--- src/rtl/abro_multi_detector.sv ---
// abro_multi_detector
//   "Await all, emit, restart" detector over N_EVENTS independent event strobes.
//   Events may arrive in any order and in any grouping. Once every event has been
//   seen since the last restart or fire, a one-cycle registered pulse is emitted.
//   A saturating counter records how many fires have happened.
//
//   Optional feature: define ABRO_MULTI_TIMEOUT_EN to abandon an incomplete round
//   TIMEOUT_CYCLES-1 cycles after its first event (timeout_pulse strobes once,
//   the collected set is dropped). Without the macro there is no timer and
//   timeout_pulse is tied low.
//
// Parameters
//   N_EVENTS        number of event inputs (1..32)
//   AUTO_REARM      1: resume collecting after a fire; 0: park until restart
//   CNT_W           fire counter width
//   TIMEOUT_CYCLES  timeout window in cycles (>=2, timeout build only)
//
// Ports
//   clk            in   system clock, rising edge
//   reset          in   asynchronous reset, active low
//   restart        in   synchronous restart, active high, overrides everything but reset
//   ev             in   event strobes, bit i = event i this cycle
//   seen           out  registered set of events collected so far
//   state          out  current state encoding
//   o_pulse        out  one-cycle fire strobe, registered
//   fire_count     out  saturating fire count
//   timeout_pulse  out  one-cycle timeout strobe
//
// state     | meaning
// ----------+------------------------------------------------------------
// COLLECT   | accumulating events into seen
// FIRE      | set completed last cycle; o_pulse high for exactly this cycle
// DONE      | one-shot mode finished; waits for restart
// TIMEOUT   | round abandoned; timeout_pulse high for exactly this cycle

module abro_multi_detector #(
  parameter int N_EVENTS       = 4,
  parameter int AUTO_REARM     = 0,
  parameter int CNT_W          = 8,
  parameter int TIMEOUT_CYCLES = 16
) (
  input  logic                clk,
  input  logic                reset,
  input  logic                restart,
  input  logic [N_EVENTS-1:0] ev,
  output logic [N_EVENTS-1:0] seen,
  output logic [1:0]          state,
  output logic                o_pulse,
  output logic [CNT_W-1:0]    fire_count,
  output logic                timeout_pulse
);

  if (N_EVENTS < 1 || N_EVENTS > 32 || CNT_W < 1 || TIMEOUT_CYCLES < 2) begin : g_bad_cfg
    $error("abro_multi_detector: parameter out of range");
  end

  typedef enum logic [1:0] {
    S_COLLECT = 2'b00,
    S_FIRE    = 2'b01,
    S_DONE    = 2'b10,
    S_TIMEOUT = 2'b11
  } state_t;

  localparam logic [N_EVENTS-1:0] ALL_SEEN = '1;
  localparam logic [CNT_W-1:0]    CNT_MAX  = '1;

  state_t              state_q;
  state_t              state_d;
  logic [N_EVENTS-1:0] seen_d;
  logic [CNT_W-1:0]    count_d;
  logic [N_EVENTS-1:0] merged;

  assign merged = seen | ev;
  assign state  = state_q;

`ifdef ABRO_MULTI_TIMEOUT_EN
  localparam int TIMER_W = $clog2(TIMEOUT_CYCLES);
  localparam logic [TIMER_W-1:0] TIMER_LAST = TIMER_W'(TIMEOUT_CYCLES - 1);

  logic [TIMER_W-1:0] timer;
  logic [TIMER_W-1:0] timer_d;
`endif

  always_comb begin
    state_d = state_q;
    seen_d  = seen;
    count_d = fire_count;
`ifdef ABRO_MULTI_TIMEOUT_EN
    timer_d = timer;
`endif
    if (restart) begin
      // Events arriving with restart belong to no round and are dropped.
      state_d = S_COLLECT;
      seen_d  = '0;
`ifdef ABRO_MULTI_TIMEOUT_EN
      timer_d = '0;
`endif
    end else begin
      case (state_q)
        S_COLLECT: begin
          seen_d = merged;
          // Completion wins over a timer expiring in the same cycle.
          if (merged == ALL_SEEN) begin
            state_d = S_FIRE;
            count_d = (fire_count == CNT_MAX) ? fire_count : fire_count + CNT_W'(1);
          end
`ifdef ABRO_MULTI_TIMEOUT_EN
          // The timer counts the cycle of the first event, so it reaches
          // TIMER_LAST TIMEOUT_CYCLES-1 cycles after that event.
          else if (timer == TIMER_LAST) begin
            state_d = S_TIMEOUT;
          end else if (merged != '0) begin
            timer_d = timer + TIMER_W'(1);
          end
`endif
        end
        S_FIRE: begin
`ifdef ABRO_MULTI_TIMEOUT_EN
          timer_d = '0;
`endif
          if (AUTO_REARM != 0) begin
            // Events during the fire cycle open the next round.
            state_d = S_COLLECT;
            seen_d  = ev;
          end else begin
            state_d = S_DONE;
          end
        end
        S_DONE: begin
          state_d = S_DONE;
        end
        default: begin
          state_d = S_COLLECT;
          seen_d  = '0;
`ifdef ABRO_MULTI_TIMEOUT_EN
          timer_d = '0;
`endif
        end
      endcase
    end
  end

  always_ff @(posedge clk or negedge reset) begin
    if (!reset) begin
      state_q    <= S_COLLECT;
      seen       <= '0;
      fire_count <= '0;
      o_pulse    <= 1'b0;
    end else begin
      state_q    <= state_d;
      seen       <= seen_d;
      fire_count <= count_d;
      o_pulse    <= (state_d == S_FIRE);
    end
  end

`ifdef ABRO_MULTI_TIMEOUT_EN
  always_ff @(posedge clk or negedge reset) begin
    if (!reset) begin
      timer         <= '0;
      timeout_pulse <= 1'b0;
    end else begin
      timer         <= timer_d;
      timeout_pulse <= (state_d == S_TIMEOUT);
    end
  end
`else
  assign timeout_pulse = 1'b0;
`endif

endmodule

--- config.mk ---
export PLATFORM = sky130hd
export DESIGN_NAME = abro_multi_detector
export DESIGN_NICKNAME = d
export VERILOG_FILES = /design/src/rtl/abro_multi_detector.sv
export SDC_FILE = /design/constraint.sdc
export NUM_CORES = 1
export LEC_CHECK = 0
export ABC_CLOCK_PERIOD_IN_PS = 2300
export CAP_MARGIN = 20
export CORE_MARGIN = 1.5
export CORE_UTILIZATION = 47
export DETAILED_ROUTE_END_ITERATION = 6
export PLACE_DENSITY = 0.78
export SLEW_MARGIN = 10
export SYNTH_ARGS = -nofsm -noshare
export SYNTH_HDL_FRONTEND = slang
export SYNTH_SLANG_ARGS = --single-unit
--- constraint.sdc ---
create_clock -name clk -period 2.3 [get_ports clk]
set_input_delay 0.46 -clock clk [delete_from_list [all_inputs] [get_ports clk]]
set_output_delay 0.46 -clock clk [all_outputs]
set_load 0.005 [all_outputs]
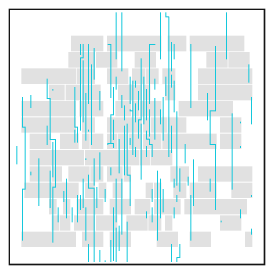
Fig. 1. Met2 routing (run 1).
Drawn at 6 px/um. Cells faint in the background.
nets with wire on the layer = 81
share of all routed wire = 47%
main direction = vertical
wire length after detailed routing: 1389 um
via count: 543
met2 capacity usage during global routing: 28.62%

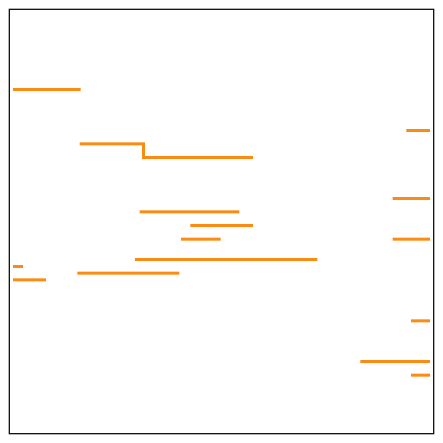
Fig. 2. Metal 3 (run 1).
Drawn at 10 px/um.
wire length on this layer = 94.5 um
nets with wire on the layer = 13
share of all routed wire = 6.8%
main direction = horizontal

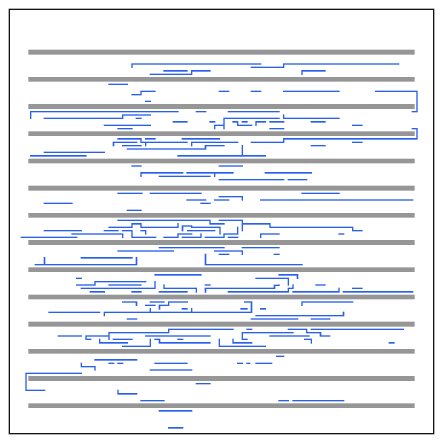
Fig. 3. Signal wires on met1 (run 1).
Drawn at 10 px/um. Supply wires on this layer in grey.
nets with wire on the layer = 83
share of all routed wire = 45%

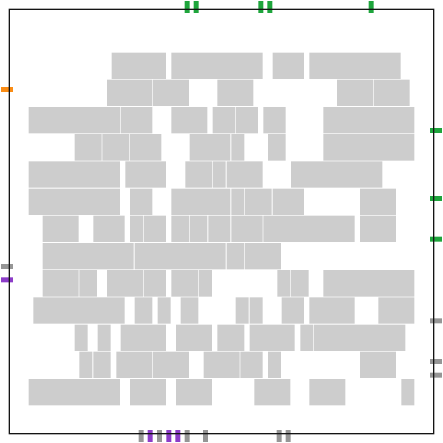
Fig. 4. Pin placement (run 1).
Drawn at 10 px/um. Pins as bars across the die edge, other pins in grey.
ev -> purple  # pins 4, direction input, edge 3 south, 1 west
fire_count -> green  # pins 8, direction output, edge 5 north, 3 east
clk -> orange  # pins 1, direction input, edge west
all pins by edge = 9 south, 6 east, 5 north, 3 west

==> ci_impl_report.md, run 1 <==
### Flow metrics

| Metric | Value |
|---|---|
| Worst-path maximum fanout | 5 |
| Cell Area, Placed | roughly 950 sq um |
| Routed WL per cell | between 10 and 15 um |
| CTS tree | yes |
| R2r startpoint | fire_count[1] |
| Dpl cells | around 100 |
| WP buf/inv | 1 |
| Net count after synthesis | between 70 and 80 |
| PD cells | 846.4 mW/mm^2 |
| Required time of the worst setup path | approximately 1.8 ns |
| Syn Area/Cell | 11.00 sq um |
| Final worst slack | ~0.6 ns |
| Floorplan row count | 13 |
| Placer's final routability congestion estimate | between 0.7 and 0.8 |
| Initial antenna violation count | 0 |
| Worst path slowest cell | clkdlybuf4s50_1 |
| Maximum number of pins on one net before global-route repair | 16 |
| Overall die height | about 42 um |
| Count of boundary I/O pins | 23 |
| Worst hold stages | 1 |
| Post-CTS clock slew at the launch and capture registers of the worst setup and hold paths | 0.09 ns |
| Number of remaining DRC errors | 0 |
| Setup Fix Bufs, Post-CTS | 0 |
| Register area | approximately 380 sq um |
| Cell Count, Final, Fillers Out | 105 |
| Root Driver | clkbuf_4 |
| Data arrival, critical path | approximately 1.3 ns |
| Startpoint kind of the worst setup timing path | flop |
| Remaining max-slew budget at the tightest pin | around 57% |
| Max-Cap Viols | 0 |
| Biggest area consumer among synthesized cells | dfrtp_1 |
| Count of H-tree levels built during CTS | 1 |
| Depth of the worst register-to-register path | 5 |
| # resized after CTS | 0 |
| Fin crit period | approximately 1.7 ns |
| Die area | ~0.0018 sq mm |
| Overall power | approximately 820 uW |
| Cycle use final | between 70% and 80% |
| Top cells by count, synth | dfrtp_1, nor2_1, a21oi_1, xnor2_1 |
| Tool warnings | 27 |
| Share of layout cells above drive strength 1 | ~11% |
| Number of standard cells reported by yosys | 66 |
| Combined global-route utilization of all metal layers | about 18% |
| RSZ-0062 raised after global routing | false |
| Primary FF master, synth | dfrtp_1 |
| Register area share after synthesis | between 50% and 60% |
| Placeable core region | approximately 0.0014 sq mm |
| Comb. cell area | approximately 330 sq um |
| Fillers | 107 |
| Final Max-Slew Violation Tally | 0 |
| Synthesis area per yosys | between 700 and 800 sq um |
| Final Cell Area | 973.4 sq um |
| Number of global-route vias before repair | approximately 550 |
| Flip-flops with a built-in enable | 0 |
| Minimum setup slack after placement | between 0.3 and 0.4 ns |
| Upper clock frequency limit | around 0.58 GHz |
| Final HPWL from detailed placement | about 1100 um |
| Initial cell density of the core | between 50% and 60% |
| Most popular library cell in the synthesized design by count | dfrtp_1 |
| Remaining Overflow, GRT | 0 |
| Syn Std Cell Area | just over 700 sq um |
| Hold path startpoint | fire_count[5] |
| Status | completed |
| Leakage power of the design | about 0.43 nW |
| Worst-skew pair later-pin latency | roughly 0.28 ns |
| Worst clock skew | about 0.0019 ns |
| Hold Vio Cnt, Final | 0 |
| Terminating pin of the worst hold path | fire_count[5] |
| Maximum buffer depth of the clock tree | 2 |
| Global-route wire length before repair | 2415 um |
| Reg-to-reg endpoint | fire_count[1] |
| Routed vias/inst | between 5 and 6 |
| Hold bufs inserted after CTS | 0 |
| Final hold slack | 0.5275 ns |
| Worst slew pin tran | between 0.6 and 0.7 ns |
| Slowest cell delay on critical path | around 0.53 ns |
| CP top delay family | buffers and inverters |
| Syn-to-layout area delta | 34.14% |
| Synthesized flop and latch total | 15 |
| Slack of the worst reg-to-reg path | approximately 0.64 ns |
| Die Span X | between 40 and 50 um |
| Largest voltage drop on the vdd net | between 400 and 500 uV |
| Critical Path Sink Type | primary output |
| Class of the most critical hold timing path | reg2reg |
| Final core occ | 71.25% |
| Ordered list of cells on the worst path | clkdlybuf4s50_1 |
| Type of the worst setup path | reg2out |
| Number of clock buffers inserted by TritonCTS | 3 |
| Max-area cell share | about half |
| Synth warnings | 0 |
| Number of violations reported at the end of detailed-routing iteration 0 | 12 |
| Sink count of the clock tree | 15 |
| Antenna cells | 0 |
| FFs w/ async S/R, synth | 100.0% |
| Count of input and output buffers | 21 |
| Cell area leaders | dfrtp_1, xnor2_1, ha_1, nor2_1, a21oi_1 |
| Final setup vio count | 0 |
| Distinct cell type count after synthesis | 28 |
| Remaining antenna violation count | 0 |
| Router iterations before antenna repair | 5 |
| Mapped Cells | roughly 66 |
| Final net count | 101 |
| Setup Total Neg Slack | 0 ns |
==> run 1: worst register-to-register path, stage by stage (launching register included) <==
cell	delay [ns]
dfrtp_1	0.41
ha_1	0.21
nand2_1	0.10
or3_4	0.44
nand2_4	0.10
mux2_4	0.29
==> run 1: worst max path at each step <==
stage,start,end,slack [ns],cells after the start
3_5_place_dp,ev[1],fire_count[1],0.31,5
3_3_place_gp,ev[1],fire_count[1],0.35,5
6_report,fire_count[3],fire_count[3],0.59,1
2_1_floorplan,fire_count[0],fire_count[1],0.73,5
4_1_cts,fire_count[3],fire_count[3],0.57,1
5_1_grt,fire_count[1],fire_count[1],0.51,5
==> run 1: state kept, by name (all words and copies together), names as in the netlist <==
signal	count
fire_count	8
state	2
o_pulse	1
seen	4
==> run 1: area by class of cell <==
| class | count | area share [%] |
|---|---|---|
| sequential | 15 | 38.56 |
| multi-input combinational | 47 | 34.06 |
| timing repair buffer | 21 | 21.59 |
| clock buffer | 4 | 2.699 |
| tap | 15 | 1.928 |
| inverter | 3 | 1.157 |
==> run 1: layer usage <==
| layer | GRT usage [%] | vias to the layer above | routed length (um) | part of all wire, % |
|---|---|---|---|---|
| met2 | 28.62 | 19 | 652 | 47 |
| met4 | 7.500 | 0 | 18 | 1.3 |
| met1 | 23.14 | 248 | 624 | 45 |
| met5 | 0 | - | 0 | 0 |
| li1 | - | 274 | - | - |
| met3 | 5.172 | 2 | 94 | 6.8 |
==> run 1: report_power, final <==
part	switching, mW	total, mW	leakage, nW	internal (mW)
Sequential	0.0603	0.381	0.199	0.321
Combinational	0.113	0.291	0.216	0.178
Clock	0.0842	0.152	0.0150	0.0674
Total	0.258	0.824	0.430	0.566
==> run 1: layout by cell type, fill, tap and decap left out, types with 3 or more instances in the layout <==
master	Yosys	layout
nand3_1	3	3
a21oi_1	5	5
dfrtp_1	15	15
clkbuf_4	0	3
and3_1	3	3
nor2_1	8	8
ha_1	3	3
inv_1	3	3
xnor2_1	5	5
clkdlybuf4s50_1	0	21
==> run 1: logic make-up (layout without fill, tap and decap cells) <==
family | Yosys count | after routing | synth area share, %
other cells | 1 | 1 | 0.5167
buf+inv | 4 | 28 | 2.586
xor+xnor | 5 | 5 | 6.034
flops | 15 | 15 | 51.72
fa+ha+maj | 3 | 3 | 5.173
compound gates | 11 | 11 | 10.17
mux | 1 | 1 | 2.068
simple gates | 26 | 26 | 21.73
Fig. 5: run 1, cell outlines without signal wires
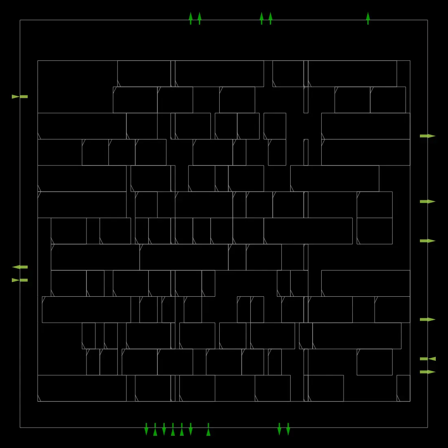

==> run 1 -> run 2 <==
- ABC_CLOCK_PERIOD_IN_PS: 2300 -> 1700
- CORE_UTILIZATION: 47 -> 44
- PLACE_DENSITY: 0.78 -> 0.73
- clock period: 2.3 -> 1.7 ns (I/O delays scaled with it)
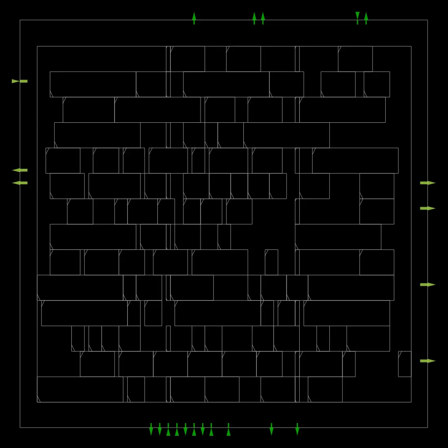
Fig. 6. Cell outlines without signal wires (run 2).
floorplan row count: 14
placeable core region: 0.001524 sq mm
number of tap cells inserted: 16
sequential share of cell area: 36.45%
Cell Count, Final, Fillers Out: 113

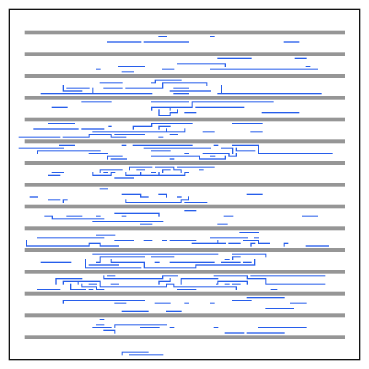
Fig. 7. Signal wires on met1 (run 2).
Drawn at 8 px/um. Supply wires on this layer in grey.
main direction = horizontal
nets with wire on the layer = 97
longest straight run = 15.6 um
wire length on this layer = 660 um
share of all routed wire = 48%

==> run 2 against run 1 <==
  * Flip-flop count stayed put
  * Largest cell class unchanged
  * Routed wire length is 0.22% lower
  * Via count up 5.0%
  * Critical path depth grew 4
  * Die area is 6.3% higher
  * Critical path type is now reg2reg
  * First-iteration DRC count down 17%
  * Power up 39%
  * Register-to-register slack lost 0.56 ns
==> ci_impl_report.md, run 2 <==
### Flow metrics

| Metric | Value |
|---|---|
| Status | completed (unchanged) |
| Count of boundary I/O pins | 23 (unchanged) |
| Startpoint kind of the worst setup timing path | flop (unchanged) |
| Number of violations reported at the end of detailed-routing iteration 0 | 10 (was 12) |
| Biggest area consumer among synthesized cells | dfrtp_1 (unchanged) |
| Worst path slowest cell | or3_4 (was clkdlybuf4s50_1) |
| Worst clock skew | 0.002459 ns (was 0.001894 ns) |
| Placer's final routability congestion estimate | 0.7450 (was 0.7529) |
| Primary FF master, synth | dfrtp_1 (unchanged) |
| Tool warnings | 27 (unchanged) |
| Mapped Cells | 66 (unchanged) |
| Largest voltage drop on the vdd net | 791.8 uV (was 483.7 uV) |
| Upper clock frequency limit | around 0.62 GHz |
| Share of total power in sequential cells | 44.6% (was 46.2%) |
| Post-CTS clock slew at the launch and capture registers of the worst setup and hold paths | 0.08 ns (was 0.09 ns) |
| Overall die height | 43.61 um (was 42.30 um) |
| Wire length after detailed routing | 1386 um (was 1389 um) |
| Sink count of the clock tree | 15 (unchanged) |
| NetSw | 347.3 uW (was 257.5 uW) |
| Class of the most critical hold timing path | in2async (was reg2reg) |
| Required time of the worst setup path | 1.87 ns (was 1.84 ns) |
| Flip-flops with a built-in enable | 0 (unchanged) |
| Final setup vio count | 0 (unchanged) |
| Synthesis area per yosys | 725.7 sq um (unchanged) |
| Largest non-sequential cell family by area | simple AND/OR/NAND/NOR gates (unchanged) |
| PD cells | 1116 mW/mm^2 (was 846.4 mW/mm^2) |
| Initial cell density of the core | 47.62% (was 53.11%) |
| Number of global-route vias before repair | 585 (was 546) |
| Dpl cells | 108 (was 101) |
| Number of remaining DRC errors | 0 (unchanged) |
| Setup Total Neg Slack | 0 ns (unchanged) |
| Synthesized flop and latch total | 15 (unchanged) |
| Most frequently placed logic cells in the final layout | clkdlybuf4s50_1, dfrtp_1, nor2_1 (unchanged) |
| Combined global-route utilization of all metal layers | 18.47% (was 18.11%) |
| Top register by number of flip-flops | fire_count (unchanged) |
| Maximum buffer depth of the clock tree | 2 (unchanged) |
| Data arrival, critical path | 1.79 ns (was 1.25 ns) |
| Syn Area/Cell | 11.00 sq um (unchanged) |
| Remaining antenna violation count | 0 (unchanged) |
| Distinct cell type count after synthesis | 28 (unchanged) |
| Count of H-tree levels built during CTS | 1 (unchanged) |
| Most popular library cell in the synthesized design by count | dfrtp_1 (unchanged) |
| Routed WL per cell | 12.27 um (was 13.23 um) |
| Register area share after synthesis | 51.72% (unchanged) |
| Max-Cap Viols | 0 (unchanged) |
| Number of clock buffers inserted by TritonCTS | 3 (unchanged) |
| Initial antenna violation count | 0 (unchanged) |
| Clock network fraction of total power | 17.1% (was 18.4%) |
| Slowest cell delay on critical path | 0.44 ns (was 0.53 ns) |
| Maximum number of pins on one net before global-route repair | 16 (unchanged) |
| Via count | 570 (was 543) |
| Fin crit period | 1.623 ns |
| Syn Std Cell Area | 725.7 sq um (unchanged) |
| Die area | 0.001902 sq mm (was 0.001789 sq mm) |
| Fraction of the mapped netlist area in compound gates | 10.17% (unchanged) |
| Adder-cell share of the synthesized area | 5.172% (unchanged) |
| Critical Path Sink Type | flop (was primary output) |
| Final net count | 108 (was 101) |
| Synth warnings | 0 (unchanged) |
| Antenna cells | 0 (unchanged) |
| Top cells by count, synth | dfrtp_1, nor2_1, a21oi_1, xnor2_1 (unchanged) |
| Routed vias/inst | 5.044 (was 5.171) |
| Fillers | 139 (was 107) |
| Leakage power of the design | 0.4613 nW (was 0.4296 nW) |
| Cell area leaders | dfrtp_1, xnor2_1, ha_1, nor2_1, a21oi_1 (unchanged) |
| Combinational share of power | 38.4% (was 35.4%) |
| Ordered list of cells on the worst path | ha_2 -> nand2_1 -> or3_4 -> nand2_4 -> mux2_4 (was clkdlybuf4s50_1) |
| CTS tree | yes (unchanged) |
| Router iterations before antenna repair | 4 (was 5) |
| Share of layout cells above drive strength 1 | 18.56% (was 11.11%) |
| Count of input and output buffers | 21 (unchanged) |
| Cycle use final | a little over nine tenths |
| Type of the worst setup path | reg2reg (was reg2out) |
| Global-route wire length before repair | 2559 um (was 2415 um) |
| Switching part of the total | 30.22% (was 31.26%) |
| Hold bufs inserted after CTS | 0 (unchanged) |
| Worst-skew pair later-pin latency | 0.28 ns (about the same) |
| Net count after synthesis | 76 (unchanged) |
| Portion of netlist area occupied by mux cells | 2.069% (unchanged) |
| Syn-to-layout area delta | 41.90% (was 34.14%) |
| Max-area cell share | 51.72% (unchanged) |
| Worst-path maximum fanout | 5 (unchanged) |
| RSZ-0062 raised after global routing | false (unchanged) |
| Root Driver | clkbuf_4 (unchanged) |
| Area share of xor/xnor cells in the synthesized design | 6.034% (unchanged) |
| Flip-flop count of the largest register after layout | 8 (unchanged) |
| Remaining Overflow, GRT | 0 (unchanged) |
| Die Span X | 43.61 um (was 42.30 um) |
## run 2: cell counts after synthesis
No cell type changed its count.
## run 2: what timing repair did
action                                  in CTS  in global routing
resized                                      0                  1
endpoints found under the setup margin       0                  1
hold endpoints to repair                     0                  0
buffers inserted                             0                  1
## run 2: kinds of logic (layout without fill, tap and decap cells)
group / Yosys count / in the layout
muxes: 1 / 1
DFF: 15 / 15
adders and majority gates: 3 / 3
other: 1 / 1
buffers and inverters: 4 / 35
xor gates and xnor gates: 5 / 5
AOI/OAI and AO/OA: 11 / 11
and+or+nand+nor: 26 / 26
## run 2: cell type report
class                   instances  area [sq um]  area share, %
flip-flops and latches         15         375.4          36.45
inverters                       3         11.26          1.094
well taps                      16         20.02          1.944
repair buffers                 28         262.8          25.52
multi-input cells              47         334.1          32.44
clock buffers                   4         26.28          2.552
## run 2: power by group through the flow
stage,Combinational (mW),Clock (mW),Sequential (mW)
2_1_floorplan,0.181,0,0.517
3_3_place_gp,0.412,0,0.520
3_5_place_dp,0.418,0,0.521
4_1_cts,0.422,0.202,0.516
5_1_grt,0.490,0.220,0.526
6_report,0.441,0.196,0.512
## run 2: per-layer routing
metal / global-route usage, % / up-vias / routed length [um]
met4: 9.091 / 0 / 25
met3: 5.000 / 4 / 35
met5: 0 / - / 0
met2: 27.06 / 12 / 666
li1: - / 286 / -
met1: 25.20 / 268 / 659
## run 2: final timing paths
path,from,endpoint,slack [ns],cells after the start
setup / recovery,fire_count[1],fire_count[1],0.08,5
hold / removal,reset,state[1],0.37,2
setup reg to reg,fire_count[1],fire_count[1],0.08,5
hold reg to reg,fire_count[5],fire_count[5],0.52,1
max in group asynchronous,reset,fire_count[1],1.16,2
min in group clk,fire_count[5],fire_count[5],0.52,1
## run 2: critical path, delay by kind of cell (launching register included)
kind | cells | cell delay (ns)
AND/OR/NAND/NOR | 3 | 0.63
flip-flops | 1 | 0.40
multiplexers | 1 | 0.29
adder cells (fa/ha/maj) | 1 | 0.20
## run 2: metrics by stage
step           util (%)  power, mW  worst slack, ns  area, sq um
6_report          67.57      1.149          0.07676         1030
3_5_place_dp      65.19     0.9389          -0.1318        993.5
3_3_place_gp      65.19     0.9311          -0.1156        993.5
4_1_cts           66.91      1.140          0.05478         1020
5_1_grt           67.57      1.236         0.003439         1030
2_1_floorplan         -     0.6980           0.1331        725.7
Fig. 8: run 2, met2 routing
Drawn at 6 px/um. Cells faint in the background.
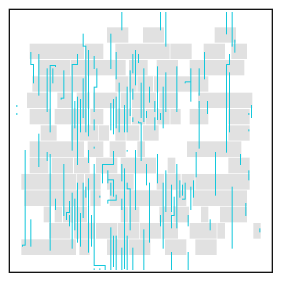

==> run 2 -> run 3 <==
- PLACE_DENSITY: 0.73 -> 0.76
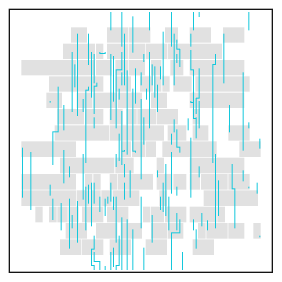
Fig. 9. Met2 routing (run 3).
Drawn at 6 px/um. Cells faint in the background.
main direction = vertical
nets with wire on the layer = 90
longest straight run = 16.3 um
share of all routed wire = 50%
wire length on this layer = 632 um

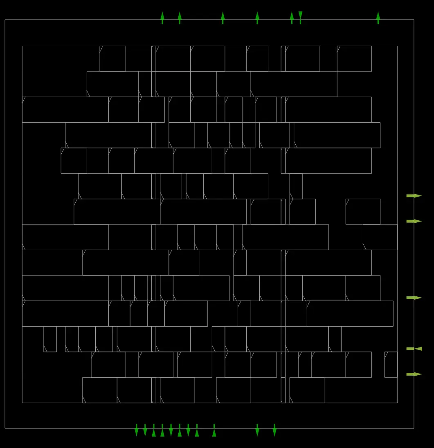
Fig. 10. Cell outlines without signal wires (run 3).
sequential share of cell area: 36.54%
final core occ: 67.41%
fillers: 129

==> run 3 against run 2 <==
  * Core utilization down 0.16 points
  * Worst hold slack worse by 0.0072 ns
  * First-iteration DRC count increased by 20%
  * Routed wire length is 7.9% lower
  * Power hardly changed
  * Via count fell by 1.8%
  * Critical path depth stayed put
  * Clock-buffer cell count did not move
  * Flip-flop count is the same
  * Die area unchanged
  * Global-route usage decreased by 2.1 points
  * Sequential power is 2% lower
  * Highest routed layer unchanged
==> ci_impl_report.md, run 3 <==
### Flow metrics

| Metric | Value |
|---|---|
| Class of the most critical hold timing path | in2async (unchanged) |
| Ordered list of cells on the worst path | ha_1 -> nand2_1 -> or3_4 -> nand2_4 -> mux2_4 (was ha_2 -> nand2_1 -> or3_4 -> nand2_4 -> mux2_4) |
| Primary FF master, synth | dfrtp_1 (unchanged) |
| Mapped Cells | 66 (unchanged) |
| Number of violations reported at the end of detailed-routing iteration 0 | 12 (was 10) |
| Slack of the worst reg-to-reg path | 0.09 ns (was 0.08 ns) |
| Worst clock skew | 0.0008800 ns (was 0.002459 ns) |
| Count of boundary I/O pins | 23 (unchanged) |
| Number of clock buffers inserted by TritonCTS | 3 (unchanged) |
| Sink count of the clock tree | 15 (unchanged) |
| Die area | 0.001902 sq mm (unchanged) |
| Worst-skew pair later-pin latency | 0.28 ns (about the same) |
| Tool warnings | 27 (unchanged) |
| Wire length after detailed routing | 1276 um (was 1386 um) |
| Type of the worst setup path | reg2reg (unchanged) |
| Number of global-route vias before repair | 549 (was 585) |
| Internal power | 809.8 uW (was 801.8 uW) |
| Initial antenna violation count | 0 (unchanged) |
| Status | completed (unchanged) |
| Most popular library cell in the synthesized design by count | dfrtp_1 (unchanged) |
| Placeable core region | 0.001524 sq mm (unchanged) |
| Max-Cap Viols | 0 (unchanged) |
| Flip-flops with a built-in enable | 0 (unchanged) |
| Minimum setup slack after placement | -0.1245 ns (was -0.1318 ns) |
| Maximum buffer depth of the clock tree | 2 (unchanged) |
| Router iterations before antenna repair | 3 (was 4) |
| Die Span X | 43.61 um (unchanged) |
| Global-route wire length before repair | 2263 um (was 2559 um) |
| Switching part of the total | 29.50% (was 30.22%) |
| Worst path slowest cell | or3_4 (unchanged) |
| Syn Area/Cell | 11.00 sq um (unchanged) |
| Cell Count, Final, Fillers Out | 113 (unchanged) |
| WP buf/inv | 0 (unchanged) |
| Count of H-tree levels built during CTS | 1 (unchanged) |
| Hold Vio Cnt, Final | 0 (unchanged) |
| Initial cell density of the core | 47.62% (unchanged) |
| FFs w/ async S/R, synth | 100.0% (unchanged) |
| Routed WL per cell | 11.29 um (was 12.27 um) |
| Via count | 560 (was 570) |
| Flip-flop count of the largest register after layout | 8 (unchanged) |
| # resized after CTS | 0 (unchanged) |
| PD cells | 1118 mW/mm^2 (was 1116 mW/mm^2) |
| Register area share after synthesis | 51.72% (unchanged) |
| Synth warnings | 0 (unchanged) |
| Floorplan row count | 14 (unchanged) |
| Startpoint kind of the worst setup timing path | flop (unchanged) |
| Remaining Overflow, GRT | 0 (unchanged) |
| Final worst slack | 0.09253 ns (was 0.07676 ns) |
| Post-CTS clock slew at the launch and capture registers of the worst setup and hold paths | 0.07 ns (was 0.08 ns) |
| Distinct cell type count after synthesis | 28 (unchanged) |
| Depth of the worst register-to-register path | 5 (unchanged) |
| Reg-to-reg endpoint | fire_count[1] (unchanged) |
| Final Max-Slew Violation Tally | 0 (unchanged) |
| Slowest cell delay on critical path | 0.44 ns (about the same) |
| Setup Fix Bufs, Post-CTS | 0 (unchanged) |
| Overall die height | 43.61 um (unchanged) |
| Number of standard cells reported by yosys | 66 (unchanged) |
| Fin crit period | 1.607 ns (was 1.623 ns) |
| Antenna cells | 0 (unchanged) |
| CTS tree | yes (unchanged) |
| Final hold slack | 0.3588 ns (was 0.3660 ns) |
| Routed vias/inst | 4.956 (was 5.044) |
| Combinational share of power | 39.7% (was 38.4%) |
| Number of remaining DRC errors | 0 (unchanged) |
| Syn Std Cell Area | 725.7 sq um (unchanged) |
| Upper clock frequency limit | 0.6221 GHz (was 0.6161 GHz) |
| Worst-path maximum fanout | 5 (unchanged) |
| NetSw | 338.9 uW (was 347.3 uW) |
| Share of total power in sequential cells | 43.8% (was 44.6%) |
| Share of layout cells above drive strength 1 | 17.53% (was 18.56%) |
| Max-area cell share | 51.72% (unchanged) |
| Dpl cells | 108 (unchanged) |
| Largest voltage drop on the vdd net | 579.5 uV (was 791.8 uV) |
| Final HPWL from detailed placement | 1047 um |
| Leading cell type in the layout, fill and taps excluded | clkdlybuf4s50_1 (unchanged) |
| Required time of the worst setup path | 1.87 ns (about the same) |
| Critical Path Sink Type | flop (unchanged) |
| Combined global-route utilization of all metal layers | 16.35% (was 18.47%) |
| Syn-to-layout area delta | 41.55% (was 41.90%) |
| Root Driver | clkbuf_4 (unchanged) |
| Leakage power of the design | 0.4632 nW (was 0.4613 nW) |
| Maximum number of pins on one net before global-route repair | 16 (unchanged) |
| Most frequently placed logic cells in the final layout | clkdlybuf4s50_1, dfrtp_1, nor2_1 (unchanged) |
| RSZ-0062 raised after global routing | false (unchanged) |
| R2r startpoint | fire_count[1] (unchanged) |
| Synthesis area per yosys | 725.7 sq um (unchanged) |
| Net count after synthesis | 76 (unchanged) |
| CP top delay family | simple AND/OR/NAND/NOR gates (unchanged) |
[run 3: cell counts in the layout (fill, tap and decap cells not counted)]
No cell type changed its count.
[run 3: kinds of logic after synthesis]
group | synth area share [%]
XOR/XNOR | 6.034
buffers and inverters | 2.586
flip-flops | 51.72
multiplexers | 2.068
AND/OR/NAND/NOR | 21.73
adder cells (fa/ha/maj) | 5.173
other | 0.5167
AND-OR/OR-AND | 10.17
[run 3: cell type report]
class / instances / area, sq um / area share (%)
Sequential cell: 15 / 375.4 / 36.54
Clock buffer: 4 / 26.28 / 2.558
Inverter: 3 / 11.26 / 1.096
Multi-Input combinational cell: 47 / 331.6 / 32.28
Tap cell: 16 / 20.02 / 1.949
Timing Repair Buffer: 28 / 262.8 / 25.58
[run 3: power by group through the flow]
| stage | sequential, mW | combinational, mW | clock, mW |
|---|---|---|---|
| 2_1_floorplan | 0.517 | 0.181 | 0 |
| 6_report | 0.503 | 0.456 | 0.190 |
| 3_5_place_dp | 0.515 | 0.441 | 0 |
| 3_3_place_gp | 0.511 | 0.430 | 0 |
| 5_1_grt | 0.511 | 0.506 | 0.219 |
| 4_1_cts | 0.508 | 0.443 | 0.199 |
[run 3: per-layer routing]
layer | routed length, um | track usage (%) | share of wire [%]
met5 | 0 | 0 | 0
met4 | 9 | 3.636 | 0.71
met3 | 56 | 7.917 | 4.4
met2 | 631 | 25.00 | 49
met1 | 578 | 21.08 | 45
[run 3: through the flow]
stage / setup TNS [ns] / cell area (sq um) / total power, mW / utilization [%]
after floorplan: 0 / 725.7 / 0.6980 / -
after global placement: -0.2987 / 993.5 / 0.9402 / 65.19
after detailed placement: -0.3799 / 993.5 / 0.9562 / 65.19
after CTS: 0 / 1020 / 1.150 / 66.91
after global routing: 0 / 1027 / 1.236 / 67.41
final: 0 / 1027 / 1.149 / 67.41
[run 3: worst max path at each step]
stage / slack [ns] / end / from / cells after the start
floorplan: 0.13 / fire_count[1] / fire_count[0] / 5
global placement: -0.10 / fire_count[1] / ev[1] / 5
global route: 0.01 / fire_count[1] / fire_count[1] / 5
finish: 0.09 / fire_count[1] / fire_count[1] / 5
CTS: 0.05 / fire_count[1] / fire_count[1] / 5
detailed placement: -0.12 / fire_count[1] / ev[3] / 5
Power figures rest on the tool's default switching activity, not on a simulated workload.
